$ cat config.mk
export PLATFORM = sky130hd
export DESIGN_NAME = shared_mem_arbiter
export DESIGN_NICKNAME = d
export VERILOG_FILES = /design/src/rtl/shared_mem_arbiter.sv
export SDC_FILE = /design/constraint.sdc
export NUM_CORES = 1
export LEC_CHECK = 0
export CAP_MARGIN = 0
export CORE_MARGIN = 4
export CORE_UTILIZATION = 44
export DETAILED_ROUTE_END_ITERATION = 10
export GPL_ROUTABILITY_DRIVEN = 1
export PLACE_DENSITY_LB_ADDON = 0.15
export SETUP_SLACK_MARGIN = 0.5
export SYNTH_ARGS = -nofsm -noshare
export SYNTH_HDL_FRONTEND = slang
export SYNTH_SLANG_ARGS = --single-unit
$ cat constraint.sdc
create_clock -name clk -period 4.8 [get_ports clk]
set_input_delay 0.96 -clock clk [delete_from_list [all_inputs] [get_ports clk]]
set_output_delay 0.96 -clock clk [all_outputs]
set_load 0.005 [all_outputs]
$ cat src/rtl/shared_mem_arbiter.sv
// rtl/shared_mem_arbiter.sv - two-port (fetch/data) sequencer onto one shared 256x8 RAM
// Optional round-robin arbitration on contention: `define SHARED_MEM_ARB_RR_EN
module shared_mem_arbiter #(
  parameter int ACCESS_CYCLES = 2,
  parameter int CNT_W         = 4
) (
  input  logic        clk,
  input  logic        reset,
  input  logic        i_req,
  input  logic [31:0] i_addr,
  output logic        i_ack,
  output logic [31:0] i_rdata,
  input  logic        d_req,
  input  logic        d_rw,
  input  logic [1:0]  d_size,
  input  logic [31:0] d_addr,
  input  logic [31:0] d_wdata,
  output logic        d_ack,
  output logic [31:0] d_rdata,
  output logic        if_stall,
  output logic        mem_stall,
  output logic        busy,
  output logic        ram_enable,
  output logic        ram_rw,
  output logic [1:0]  ram_size,
  output logic [31:0] ram_addr,
  output logic [31:0] ram_din,
  input  logic [31:0] ram_dout
);

  typedef enum logic [1:0] {S_IDLE, S_ACCESS, S_DONE} state_t;

  localparam logic [CNT_W-1:0] CNT_LAST = CNT_W'(ACCESS_CYCLES - 1);

  state_t            state_q, state_d;
  logic [CNT_W-1:0]  cnt_q, cnt_d;
  logic              owner_q, owner_d;  // 1 = data port owns the current access
  logic              ram_rw_q, ram_rw_d;
  logic [1:0]        ram_size_q, ram_size_d;
  logic [31:0]       ram_addr_q, ram_addr_d;
  logic [31:0]       ram_din_q, ram_din_d;
  logic [31:0]       i_rdata_q, i_rdata_d;
  logic [31:0]       d_rdata_q, d_rdata_d;
  logic              grant_d;

`ifdef SHARED_MEM_ARB_RR_EN
  logic              last_owner_q, last_owner_d;

  assign grant_d = d_req & (~i_req | ~last_owner_q);
`else
  assign grant_d = d_req;
`endif

  always_ff @(posedge clk) begin
    if (reset) begin
      state_q    <= S_IDLE;
      cnt_q      <= '0;
      owner_q    <= 1'b0;
      ram_rw_q   <= 1'b0;
      ram_size_q <= 2'b10;
      ram_addr_q <= '0;
      ram_din_q  <= '0;
      i_rdata_q  <= '0;
      d_rdata_q  <= '0;
`ifdef SHARED_MEM_ARB_RR_EN
      last_owner_q <= 1'b1;
`endif
    end else begin
      state_q    <= state_d;
      cnt_q      <= cnt_d;
      owner_q    <= owner_d;
      ram_rw_q   <= ram_rw_d;
      ram_size_q <= ram_size_d;
      ram_addr_q <= ram_addr_d;
      ram_din_q  <= ram_din_d;
      i_rdata_q  <= i_rdata_d;
      d_rdata_q  <= d_rdata_d;
`ifdef SHARED_MEM_ARB_RR_EN
      last_owner_q <= last_owner_d;
`endif
    end
  end

  always_comb begin
    state_d    = state_q;
    cnt_d      = cnt_q;
    owner_d    = owner_q;
    ram_rw_d   = ram_rw_q;
    ram_size_d = ram_size_q;
    ram_addr_d = ram_addr_q;
    ram_din_d  = ram_din_q;
    i_rdata_d  = i_rdata_q;
    d_rdata_d  = d_rdata_q;
`ifdef SHARED_MEM_ARB_RR_EN
    last_owner_d = last_owner_q;
`endif
    case (state_q)
      S_IDLE: begin
        if (i_req | d_req) begin
          state_d = S_ACCESS;
          cnt_d   = '0;
          owner_d = grant_d;
`ifdef SHARED_MEM_ARB_RR_EN
          last_owner_d = grant_d;
`endif
          if (grant_d) begin
            ram_rw_d   = d_rw;
            ram_size_d = (d_size == 2'b11) ? 2'b10 : d_size;
            ram_addr_d = d_addr;
            ram_din_d  = d_wdata;
          end else begin
            ram_rw_d   = 1'b0;
            ram_size_d = 2'b10;
            ram_addr_d = i_addr;
          end
        end
      end
      S_ACCESS: begin
        cnt_d = cnt_q + CNT_W'(1);
        if (cnt_q == CNT_LAST) begin
          state_d = S_DONE;
          // Writes leave the requester's read data untouched.
          if (!ram_rw_q) begin
            if (owner_q) d_rdata_d = ram_dout;
            else         i_rdata_d = ram_dout;
          end
        end
      end
      S_DONE:  state_d = S_IDLE;
      default: state_d = S_IDLE;
    endcase
  end

  always_comb begin
    ram_enable = (state_q == S_ACCESS);
    i_ack      = (state_q == S_DONE) & ~owner_q;
    d_ack      = (state_q == S_DONE) &  owner_q;
    busy       = (state_q != S_IDLE);
    if_stall   = i_req & ~i_ack;
    mem_stall  = d_req & ~d_ack;
    ram_rw     = ram_rw_q;
    ram_size   = ram_size_q;
    ram_addr   = ram_addr_q;
    ram_din    = ram_din_q;
    i_rdata    = i_rdata_q;
    d_rdata    = d_rdata_q;
  end

endmodule

### The clock network, run 1

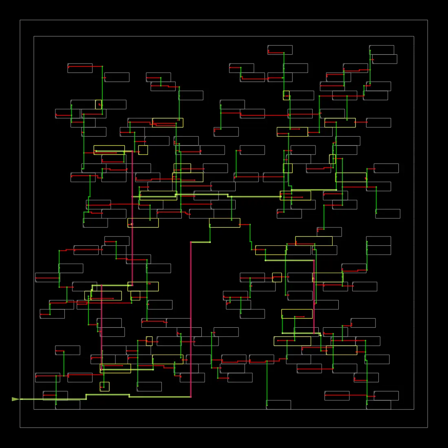
flop count: 138
Latency at later pin: 410 ps
total CTS buffers: 17

### Sequential cells grouped by signal name, run 1

Scale: 3 px per um. Other sequential cells in the stronger gray, the rest of the logic in the fainter gray.
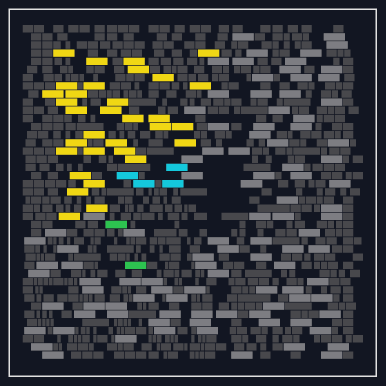
Key: green = `ram_size` [flops 2]; cyan = `cnt_q` [flops 4, where middle]; yellow = `ram_addr` [flops 32]
Another 100 sequential cells are not colored.
fin util: 71.2%
Seq/total area: 30.6%
sequential power: 0.00125 W

==> flow_metrics.env, run 1 <==
# source this file to load flow results
export IMPL_status="finished, final reports clean"
export IMPL_ios=272
export IMPL_ys_flops=138
export IMPL_cts_tree="built"
export IMPL_fp_util_pct=45.0
export IMPL_yosys_area_um2=5700
export IMPL_synth_cell_area_um2=5700
export IMPL_drtAntennaViolNets=0
export IMPL_endpoint_kind="output pin"
export IMPL_final_layout_size_suffix_gt1_share_pct=5.79
export IMPL_skew_ps=6.93
export IMPL_power_total_w=0.00303
export IMPL_setup_ws_ps=1660
export IMPL_worstPathRequired_ps=3840
export IMPL_fin_cells=1019
export IMPL_die_h_um=122
export IMPL_ys_seq_share_pct=48.5
export IMPL_max_freq_mhz=319
export IMPL_p_leak_nw=3.50
export IMPL_cpMostUsedCell="clkdlybuf4s50_1"
export IMPL_grt_max_degree=145
export IMPL_cts_setup_buffers=0
export IMPL_nNetsFinal=972
export IMPL_layout_min_cycle_time_ps=3140
export IMPL_vias_per_cell=4.95
export IMPL_pre_cts_ws_ps=1670
export IMPL_placedCellCount=988
export IMPL_wl_um=16300
export IMPL_cts_root_buf="clkbuf_16"
export IMPL_grt_usage_pct=21.8
export IMPL_drtPass1Iterations=4
export IMPL_grt_setup_unrepaired="no"
export IMPL_cts_path_max_buffers=2
export IMPL_ys_cells=588
export IMPL_worst_pin_slew_ps=1110
export IMPL_dpl_cell_area_um2=8430
### Metal 3, run 1

Scale: 4 px per um.
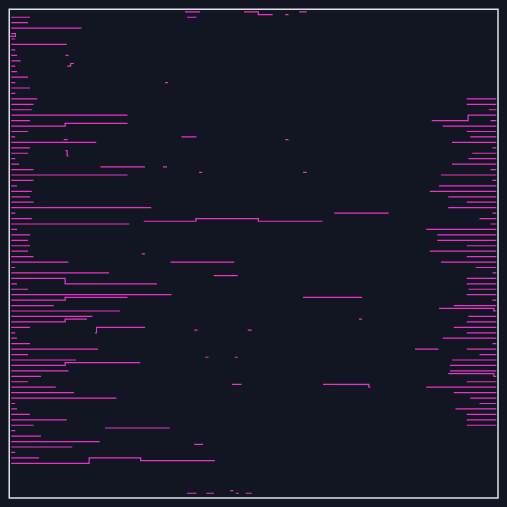
The longest straight run is 39.8 um. The wires run mostly horizontal. The layer carries 1530 um of wire.

-- run 1: final timing paths --
path	from	slack, ps	cells after the start	to
max	i_req	1660	4	if_stall
min	ram_din[27]	450	2	ram_din[27]
max reg2reg	cnt_q[0]	2730	4	d_rdata[29]
min reg2reg	ram_din[27]	450	2	ram_din[27]
-- run 1: routing by layer --
metal  GRT usage (%)  wire length, um  up-vias
met5               0                0        -
met2            36.8             7960      195
met4            9.73              493        0
li1                -                -     2497
met1            24.0             6270     2316
met3            8.82             1530       33
-- run 1: kinds of logic after synthesis --
| group | synth area share, % |
|---|---|
| multiplexers | 16.9 |
| AND-OR/OR-AND | 11.3 |
| adder cells (fa/ha/maj) | 0.439 |
| AND/OR/NAND/NOR | 18.1 |
| buffers and inverters | 4.74 |
| XOR/XNOR | 0.154 |
| flip-flops | 48.5 |
-- run 1: cell type report --
type,count,share of cell area [%]
Tap cell,172,2.39
Timing Repair Buffer,277,30.5
Clock inverter,13,1.69
Clock buffer,18,4.87
Inverter,5,0.208
Sequential cell,138,30.6
Multi-Input combinational cell,396,29.7
-- run 1: power by group --
part / internal (W) / switching (W) / total, W
combinational: 0.000287 / 0.000195 / 0.000482
clock: 0.000821 / 0.000474 / 0.00130
sequential: 0.00121 / 0.0000388 / 0.00125
-- run 1: synthesized netlist by cell type --
cell | instances | share of area, %
a22oi_1 | 1 | 0.13
dfxtp_1 | 138 | 48
nand2_1 | 65 | 4.3
inv_1 | 5 | 0.33
buf_12 | 3 | 1.1
buf_2 | 9 | 0.79
or3b_4 | 1 | 0.20
a211oi_1 | 32 | 4.2
xor2_1 | 1 | 0.15
or2_2 | 1 | 0.11
o211ai_1 | 2 | 0.26
nor2b_1 | 1 | 0.11
a31oi_1 | 1 | 0.11
nor2_1 | 6 | 0.39
or4_4 | 1 | 0.20
a21oi_1 | 69 | 6.1
nor4_4 | 1 | 0.37
nand3_1 | 2 | 0.18
nand2b_4 | 1 | 0.24
nor3b_1 | 3 | 0.39
o31ai_1 | 1 | 0.13
nand2b_1 | 98 | 11
buf_1 | 2 | 0.13
clkbuf_1 | 34 | 2.2
nor3_1 | 2 | 0.18
or3_2 | 1 | 0.13
mux2i_1 | 96 | 17
o21ai_0 | 3 | 0.26
or3b_2 | 1 | 0.15
buf_6 | 1 | 0.20
or3_1 | 1 | 0.11
ha_1 | 2 | 0.44
nand3b_1 | 2 | 0.26
o21bai_1 | 1 | 0.13
-- run 1: worst reg2reg max path: cells and delay by family (launching register included) --
kind | cells | cell delay [ps]
simple gates | 2 | 1140
fa+ha+maj | 1 | 170
flops | 1 | 400
mux | 1 | 220
-- run 1: per-stage QoR --
step / hold slack [ps] / utilization [%]
after CTS: 454 / 71.2
after detailed placement: 446 / 66.5
after global placement: 441 / 66.5
final: 451 / 71.2
after floorplan: 453 / -
after global routing: 469 / 71.2
-- run 1: sequential cells by signal (all words and copies together) (netlist names) --
register  count
d_rdata      32
ram_addr     32
ram_rw        1
cnt_q         4
ram_din      32
owner_q       1
i_rdata      32
ram_size      2
state_q       2
--- run 2 (diff from run 1) ---
CORE_UTILIZATION = 41   (was 44)
clock period = 2.9 ns   (was 4.8 ns; I/O delays follow)
==> run 2 against run 1 <==
  * Synthesized cell count unchanged
  * Synthesized area unchanged
  * First-iteration DRC count increased by 39%
  * Clock skew increased by 3.2 ps
  * Sequential cell count unchanged
  * Non-clock buffer count increased by 2
  * Global-route usage decreased by 1.3 points
  * Sequential share of layout area decreased by 0.30 points
  * Critical path type unchanged
==> flow_metrics.env, run 2 <==
# source this file to load flow results
export IMPL_cts_tree="built"
export IMPL_yosys_area_top_type_share_pct=48.5
export IMPL_nNetsFinal=974
export IMPL_crit_reg2reg_launch="cnt_q[0]"
export IMPL_worstPathRequired_ps=2320
export IMPL_ys_seq_share_pct=48.5
export IMPL_hold_ws_ps=453
export IMPL_fp_util_pct=42.4
export IMPL_ios=272
export IMPL_hold_end="ram_din[12]"
export IMPL_grt_max_degree=69
export IMPL_cts_root_buf="clkbuf_16"
export IMPL_ys_flop_type="dfxtp_1"
export IMPL_layout_min_cycle_time_ps=2330
export IMPL_yosysTopAreaCell="dfxtp_1"
export IMPL_hold_depth=2
export IMPL_ys_cells=588
export IMPL_clk_latency_ps=410
export IMPL_skew_ps=10.1
export IMPL_status="finished, final reports clean"
export IMPL_edf_count=0
export IMPL_worst_pin_slew_ps=727
run 2: cell counts after synthesis:
No cell type changed its count.
run 2: power breakdown:
group	internal (W)	leakage [nW]	switching (W)
Sequential	0.00201	1.13	0.0000663
Clock	0.00155	0.311	0.000772
Combinational	0.000478	2.11	0.000330
run 2: kinds of logic (layout without fill, tap and decap cells):
| kind of cell | after synthesis | count (layout) | share of synthesized area, % |
|---|---|---|---|
| buffers and inverters | 54 | 316 | 4.74 |
| XOR/XNOR | 1 | 1 | 0.154 |
| adder cells (fa/ha/maj) | 2 | 2 | 0.439 |
| AND-OR/OR-AND | 110 | 110 | 11.3 |
| multiplexers | 96 | 96 | 16.9 |
| flip-flops | 138 | 138 | 48.5 |
| AND/OR/NAND/NOR | 187 | 187 | 18.1 |
run 2: layout make-up:
| cell class | count | area (um^2) |
|---|---|---|
| Timing Repair Buffer | 279 | 2780 |
| Multi-Input combinational cell | 396 | 2700 |
| Clock buffer | 26 | 509 |
| Inverter | 5 | 18.8 |
| Fill cell | 1061 | 4330 |
| Clock inverter | 6 | 133 |
| Tap cell | 176 | 220 |
| Sequential cell | 138 | 2770 |
run 2: how the worst max path moves through the flow:
stage | endpoint | startpoint | cells past startpoint | slack [ps]
2_1_floorplan | mem_stall | d_req | 3 | 920
3_3_place_gp | if_stall | i_req | 4 | 540
3_5_place_dp | if_stall | i_req | 4 | 560
4_1_cts | d_ack | owner_q | 3 | 480
5_1_grt | if_stall | i_req | 4 | 500
6_report | if_stall | i_req | 4 | 570
run 2: per-layer routing:
metal	track usage (%)	wire length (um)
met2	34.1	7870
met1	23.5	6750
met4	9.02	473
met5	0	0
met3	7.54	1420
run 2: per-stage QoR:
stage | util [%] | total power (W) | area [um^2] | std cells
after floorplan | - | 0.00243 | 5700 | 588
after global placement | 62.9 | 0.00290 | 8460 | 994
after detailed placement | 62.9 | 0.00292 | 8460 | 994
after CTS | 67.7 | 0.00525 | 9100 | 1026
after global routing | 67.8 | 0.00541 | 9120 | 1026
final | 67.8 | 0.00521 | 9120 | 1026
run 2: what timing repair did:
item | 4_1_cts | 5_1_grt
resized | 1 | 5
gates cloned | 0 | 0
endpoints found under the setup margin | 2 | 6
pin swaps | 0 | 0
run 2: worst max-delay path, delay by kind of cell:
family,cells,cell delay (ps)
buf+inv,3,1080
simple gates,1,100
### Wire density map, run 2

Scale: 3 px per um. The die is cut into 25 by 25 equal tiles; black is low, pale yellow is high, scaled to the fullest tile. Values are wire area over tile area, all layers added.
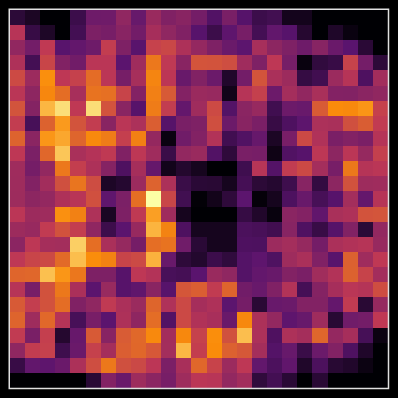
5.0% of the tiles are nearly empty. The fullest tile reaches 0.46. 26% of the tiles are over half the peak. The mean over all tiles is 0.17.

### Sequential cells grouped by signal name, run 2

Scale: 3 px per um. Other sequential cells in the stronger gray, the rest of the logic in the fainter gray.
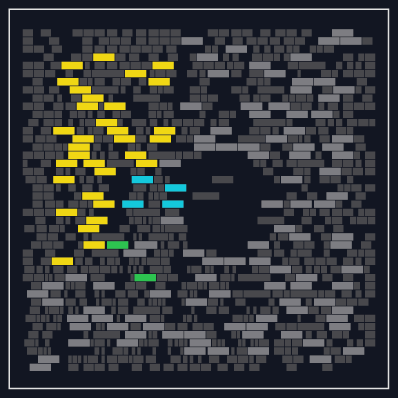
Key: yellow = `ram_addr` [flops 32]; green = `ram_size` [flops 2]; cyan = `cnt_q` [flops 4, where middle]
Register Area: 2770 um^2
Seq/total area: 30.3%
fin util: 67.8%

No activity file was given, so power comes from the tool's default toggle rates.
